<file path="src/rtl/mem_arbiter.sv">
// Main-memory port arbiter: icache (read-only) and dcache (read/write) share one memory port.
// Optional macro MEM_ARB_ROUND_ROBIN_EN selects round-robin arbitration; otherwise dcache has fixed priority.
module mem_arbiter #(
    parameter int ADDR_BITS = 28,
    parameter int DATA_BITS = 128,
    parameter int TAG_DEPTH = 4
) (
    input  logic                   clk,
    input  logic                   reset,
    input  logic                   ic_req_valid,
    output logic                   ic_req_ready,
    input  logic [ADDR_BITS-1:0]   ic_req_addr,
    input  logic                   dc_req_valid,
    output logic                   dc_req_ready,
    input  logic [ADDR_BITS-1:0]   dc_req_addr,
    input  logic                   dc_req_rw,
    input  logic                   dc_req_data_valid,
    output logic                   dc_req_data_ready,
    input  logic [DATA_BITS-1:0]   dc_req_data_bits,
    input  logic [DATA_BITS/8-1:0] dc_req_data_mask,
    output logic                   ic_resp_valid,
    output logic                   dc_resp_valid,
    output logic [DATA_BITS-1:0]   resp_data,
    output logic                   mem_req_valid,
    input  logic                   mem_req_ready,
    output logic [ADDR_BITS-1:0]   mem_req_addr,
    output logic                   mem_req_rw,
    output logic                   mem_req_data_valid,
    input  logic                   mem_req_data_ready,
    output logic [DATA_BITS-1:0]   mem_req_data_bits,
    output logic [DATA_BITS/8-1:0] mem_req_data_mask,
    input  logic                   mem_resp_valid,
    input  logic [DATA_BITS-1:0]   mem_resp_data,
    output logic                   orphan_err
);
    localparam int PTR_W = $clog2(TAG_DEPTH);
    localparam logic [PTR_W:0] FULL_CNT = (PTR_W+1)'(TAG_DEPTH);

    typedef enum logic {IDLE, WDATA} state_t;

    state_t               state, state_nxt;
    logic [TAG_DEPTH-1:0] tag_mem;
    logic [PTR_W-1:0]     wr_ptr, rd_ptr;
    logic [PTR_W:0]       count;
    logic                 fifo_full, fifo_empty, rd_ok;
    logic                 ic_elig, dc_elig, grant_dc, any_elig, req_fire;
    logic                 push, pop, head_dc;

    assign fifo_full  = (count == FULL_CNT);
    assign fifo_empty = (count == '0);
    // A read may issue into a full FIFO when a response frees a slot this same cycle.
    assign rd_ok      = !fifo_full || mem_resp_valid;
    assign ic_elig    = ic_req_valid && rd_ok;
    assign dc_elig    = dc_req_valid && (dc_req_rw || rd_ok);
    assign any_elig   = ic_elig || dc_elig;

`ifdef MEM_ARB_ROUND_ROBIN_EN
    logic last_dc;
    assign grant_dc = dc_elig && !(ic_elig && last_dc);

    always_ff @(posedge clk) begin
        if (reset)         last_dc <= 1'b0;
        else if (req_fire) last_dc <= grant_dc;
    end
`else
    assign grant_dc = dc_elig;
`endif

    assign pop     = mem_resp_valid && !fifo_empty;
    assign head_dc = tag_mem[rd_ptr];

    assign mem_req_addr      = grant_dc ? dc_req_addr : ic_req_addr;
    assign mem_req_data_bits = dc_req_data_bits;
    assign mem_req_data_mask = dc_req_data_mask;
    assign resp_data         = mem_resp_data;
    assign ic_resp_valid     = !reset && pop && !head_dc;
    assign dc_resp_valid     = !reset && pop && head_dc;

    always_comb begin
        state_nxt          = state;
        mem_req_valid      = 1'b0;
        mem_req_rw         = 1'b0;
        ic_req_ready       = 1'b0;
        dc_req_ready       = 1'b0;
        mem_req_data_valid = 1'b0;
        dc_req_data_ready  = 1'b0;
        req_fire           = 1'b0;
        push               = 1'b0;
        case (state)
            IDLE: begin
                mem_req_valid = any_elig;
                mem_req_rw    = grant_dc && dc_req_rw;
                ic_req_ready  = ic_elig && !grant_dc && mem_req_ready;
                dc_req_ready  = grant_dc && mem_req_ready;
                req_fire      = any_elig && mem_req_ready;
                push          = req_fire && !mem_req_rw;
                if (req_fire && mem_req_rw) begin
                    mem_req_data_valid = dc_req_data_valid;
                    dc_req_data_ready  = mem_req_data_ready;
                    if (!(dc_req_data_valid && mem_req_data_ready))
                        state_nxt = WDATA;
                end
            end
            WDATA: begin
                mem_req_data_valid = dc_req_data_valid;
                dc_req_data_ready  = mem_req_data_ready;
                if (dc_req_data_valid && mem_req_data_ready)
                    state_nxt = IDLE;
            end
            default: state_nxt = IDLE;
        endcase
        // Memory is reset alongside us, so nothing may handshake during reset.
        if (reset) begin
            mem_req_valid      = 1'b0;
            ic_req_ready       = 1'b0;
            dc_req_ready       = 1'b0;
            mem_req_data_valid = 1'b0;
            dc_req_data_ready  = 1'b0;
            req_fire           = 1'b0;
            push               = 1'b0;
        end
    end

    always_ff @(posedge clk) begin
        if (reset) begin
            state      <= IDLE;
            wr_ptr     <= '0;
            rd_ptr     <= '0;
            count      <= '0;
            orphan_err <= 1'b0;
        end else begin
            state <= state_nxt;
            if (push) wr_ptr <= wr_ptr + PTR_W'(1);
            if (pop)  rd_ptr <= rd_ptr + PTR_W'(1);
            case ({push, pop})
                2'b10:   count <= count + (PTR_W+1)'(1);
                2'b01:   count <= count - (PTR_W+1)'(1);
                default: count <= count;
            endcase
            if (mem_resp_valid && fifo_empty) orphan_err <= 1'b1;
        end
    end

    // Tag storage needs no reset: entries are only read behind a valid count.
    always_ff @(posedge clk) begin
        if (push) tag_mem[wr_ptr] <= grant_dc;
    end
endmodule

</file>
<file path="config.mk">
export PLATFORM = sky130hd
export DESIGN_NAME = mem_arbiter
export DESIGN_NICKNAME = d
export VERILOG_FILES = /design/src/rtl/mem_arbiter.sv
export SDC_FILE = /design/constraint.sdc
export NUM_CORES = 1
export LEC_CHECK = 0
export ABC_AREA = 1
export CAP_MARGIN = 20
export CORE_AREA = 2 2 252 254
export DETAILED_ROUTE_END_ITERATION = 10
export DIE_AREA = 0 0 254 256
export PLACE_DENSITY = 0.36
export SYNTH_ARGS = -nofsm -noshare
export SYNTH_HDL_FRONTEND = slang
export SYNTH_SLANG_ARGS = --single-unit
</file>
<file path="constraint.sdc">
create_clock -name clk -period 3.14 [get_ports clk]
set_input_delay 0.471 -clock clk [delete_from_list [all_inputs] [get_ports clk]]
set_output_delay 0.471 -clock clk [all_outputs]
set_load 0.02 [all_outputs]
</file>
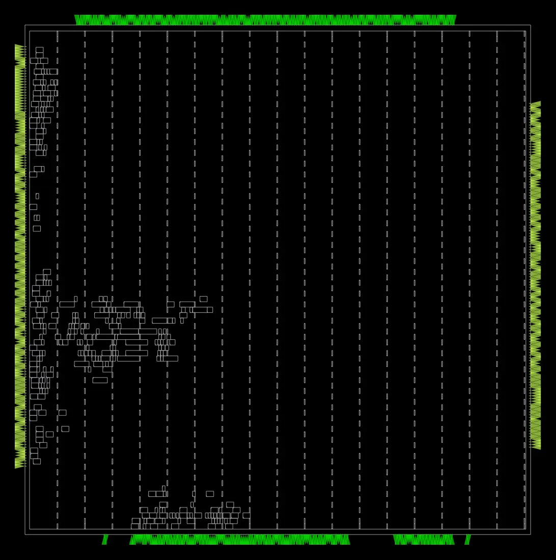
Figure 1: placed standard cells.
core area: 62400 sq um
sequential cell count of the final layout: 13
site row count: 92

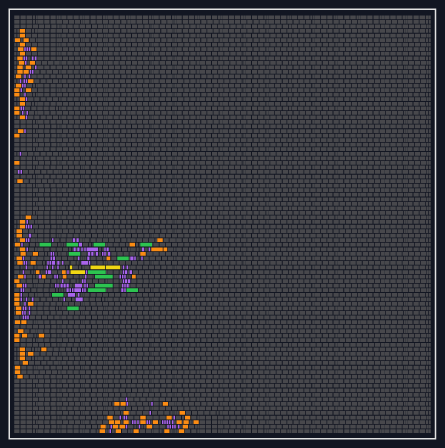
Figure 2: placed cells, one colour a class.
Fill, decap, tap and diode cells in grey.
class	colour	cells	share of their area
remaining buffers and delay cells	orange	106	48%
remaining logic cells	purple	173	34%
registers	green	13	14%
clock drivers and dummy loads	yellow	4	3.6%
final design area excluding fillers: 3240 sq um
Finished Core Util: 5.20%
register share of the cell area: 9.26%

==> summary.txt <==
Here are the numbers from the latest Yosys + OpenROAD run.

The share of the cycle needed by the critical path after routing came out at 91.1%. Summing all flip-flop and latch instances after layout gives 300 sq um. The total setup violations reported at the end of the flow came out at 0.

The total stage count of the critical path is 8. The global routing usage summed across all routing layers is 3.66%. The detailed-route via count is 2023. The cell area after technology mapping came out at 3150 sq um.

Looking at the VDD voltage map, the peak drop is 0.000171 V. The initial antenna violation count is 2. The clock slew at the register clock pins of the worst setup and hold paths came out at 0.05 ns. The post-synthesis share of cell area spent on full adders, half adders and majority gates came out at 2.62%. The dominant non-sequential cell family after synthesis is buffers and inverters. The synthesized netlist devotes 15.8% of its cell area to simple gates. The kind of cell adding the most delay to the critical path is buffers and inverters. The post-CTS setup buffer count came out at 0. The number of placed cells counting well taps came out at 1138. The peak clock frequency supported by timing is 350 MHz. Measured along the x axis, the die boundary spans 254 microns. The net switching power of the design is 0.318 mW. The number of top-level pins came out at 646.

The number of nets with antenna violations after detailed routing came out at 0. The maximum clock path buffer count is 2. The relative area of non-clock buffer cells in the final design came out at 32.5%. The number of diodes added for antenna fixing is 0. The power in sequential cells came out at 0.216 mW.

The number of standard cells reported by yosys came out at 464. The critical path's slowest cell is clkdlybuf4s50_1. The pre-antenna-repair detailed-routing pass consisted of 4 iterations.

The synthesized area per cell came out at 6.78 sq um. The remaining global-route overflow came out at 0. Gates resized during post-CTS repair numbered 0. STA classifies the critical path startpoint as an input pin.

The number of buffers and inverters on the critical path is 3. Warnings raised by the tools during the run amount to 29. The floorplan-stage core utilization is 5.05%. The number of clock sinks seen by CTS is 13. Data on the critical path arrives at its endpoint at 2.39 ns.

The final routed wire length divided by cell count is 11.1 microns. Looking at the group totals, the largest power group turns out to be combinational cells. For the worst reg-to-reg path, the endpoint reported by OpenROAD is count[2]. STA classifies the critical path endpoint as an output pin. The standard cell area after detailed placement is 3160 sq um. The number of library cell types mapped by synthesis is 18. The internal power of the cells totals 0.571 mW. The final layout report lists a non-clock inverter count of 24. The critical path is of the in -> out type. Summed over all cells, the static leakage comes to 1.05 nW.

The worst reg-to-reg path cell count came out at 12. The area reported by Yosys stat came out at 3150 sq um. The final hold slack is 0.449 ns.

The first-iteration detailed-routing DRC count came out at 87. The total of buffers placed on input and output ports is 101. The worst hold path endpoint is orphan_err. The number of combinational gates with multiple inputs is 149. The number of fill cells is 7516. The area taken by multi-input combinational cells is reported as 661 sq um. The post-detailed-route via-to-cell ratio came out at 1.77. The most common logic cells in the final layout are nand2_1, clkdlybuf4s50_1, inv_1. The warning count from the yosys run is 0. The cell sequence reported for the critical path is clkdlybuf4s50_1 > nor2_1 > nand3_1 > nand2_2 > buf_4 > nand2_1 > nand2_1 > clkdlybuf4s50_1. The number of global-route vias before repair is 2229. The number of hold buffers added after cts came out at 0. The number of max-slew violations in the final report came out at 0. For the worst min-delay path, the startpoint reported by OpenROAD is orphan_err. The ratio of cells with drive above 1 in the final layout came out at 5.41%. Per the synthesis report, the AND-OR/OR-AND share of the synthesized area is 2.54%. The clock network fraction of design power came out at 27.1%. The post-route clock skew came out at 0.000710 ns. The switching share of power came out at 35.8%. The power consumed by the clock network came out at 0.241 mW. Setup repair after global routing left no endpoint under its margin. Setup total negative slack on the finished layout was measured at 0 ns. The clock insertion delay at the later pin of the skew report came out at 0.24 ns.

Summed over all combinational cells, the power is 0.432 mW. The synthesized netlist handed to floorplanning was reported with a cell count of 464. After synthesis, the share of cell area in mux cells is 0%. The net total in the final layout came out at 640. The flow ran to the end, and the final reports show no timing, DRC or antenna violations. The die covers 65000 sq um.

The cell area power density came out at 274 nW/um^2. The post-detailed-route DRC marker count is 0. Hold-check failures listed in the final report amount to 0. The number of tap cells inserted is 846.

The internal reg-to-reg setup slack is 0.83 ns. Max-cap violations in this run came to 0. The height of the chip is 256 microns. The H-tree depth is 1. The total half-perimeter wirelength after legalization and detailed placement is 11000 microns.
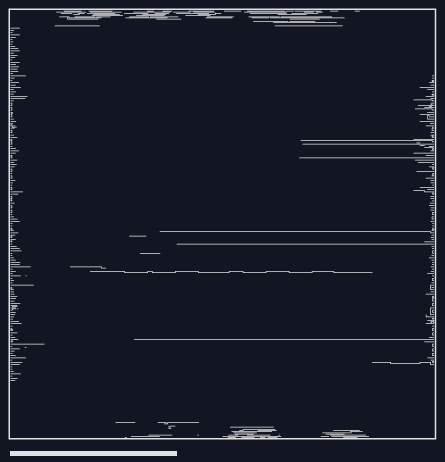
Figure 3: met3 routing.
Scale bar: 100 microns.
share of all routed wire	24%
longest straight run	179 microns
wire length on this layer	3070 microns
wire length after detailed routing: 12600 microns
routing usage on met3: 4.20%

routing by layer:
layer	track usage, %	part of all wire [%]
met1	2.83	28
met3	4.20	24
met4	3.89	11
met2	4.48	36
met5	0.752	0.52
synth_stat cells, drive strengths merged:
cell type	instances	area [sq um]
inv	24	90.1
nand3	7	35.0
dfxtp	9	180
and3	1	6.26
nor3	2	10.0
edfxtp	4	120
a21oi	11	55.1
o21ai	5	25.0
buf	278	2100
fa	1	20.0
nand2	103	389
ha	5	62.6
nor2	14	57.6
worst reg2reg max path, delay by kind of cell (launching register included):
kind / cells / cell delay [ns]
compound gates: 4 / 0.46
fa+ha+maj: 2 / 0.54
buf+inv: 1 / 0.06
flops: 1 / 0.33
simple gates: 5 / 0.80
Power figures rest on the tool's default switching activity, not on a simulated workload.
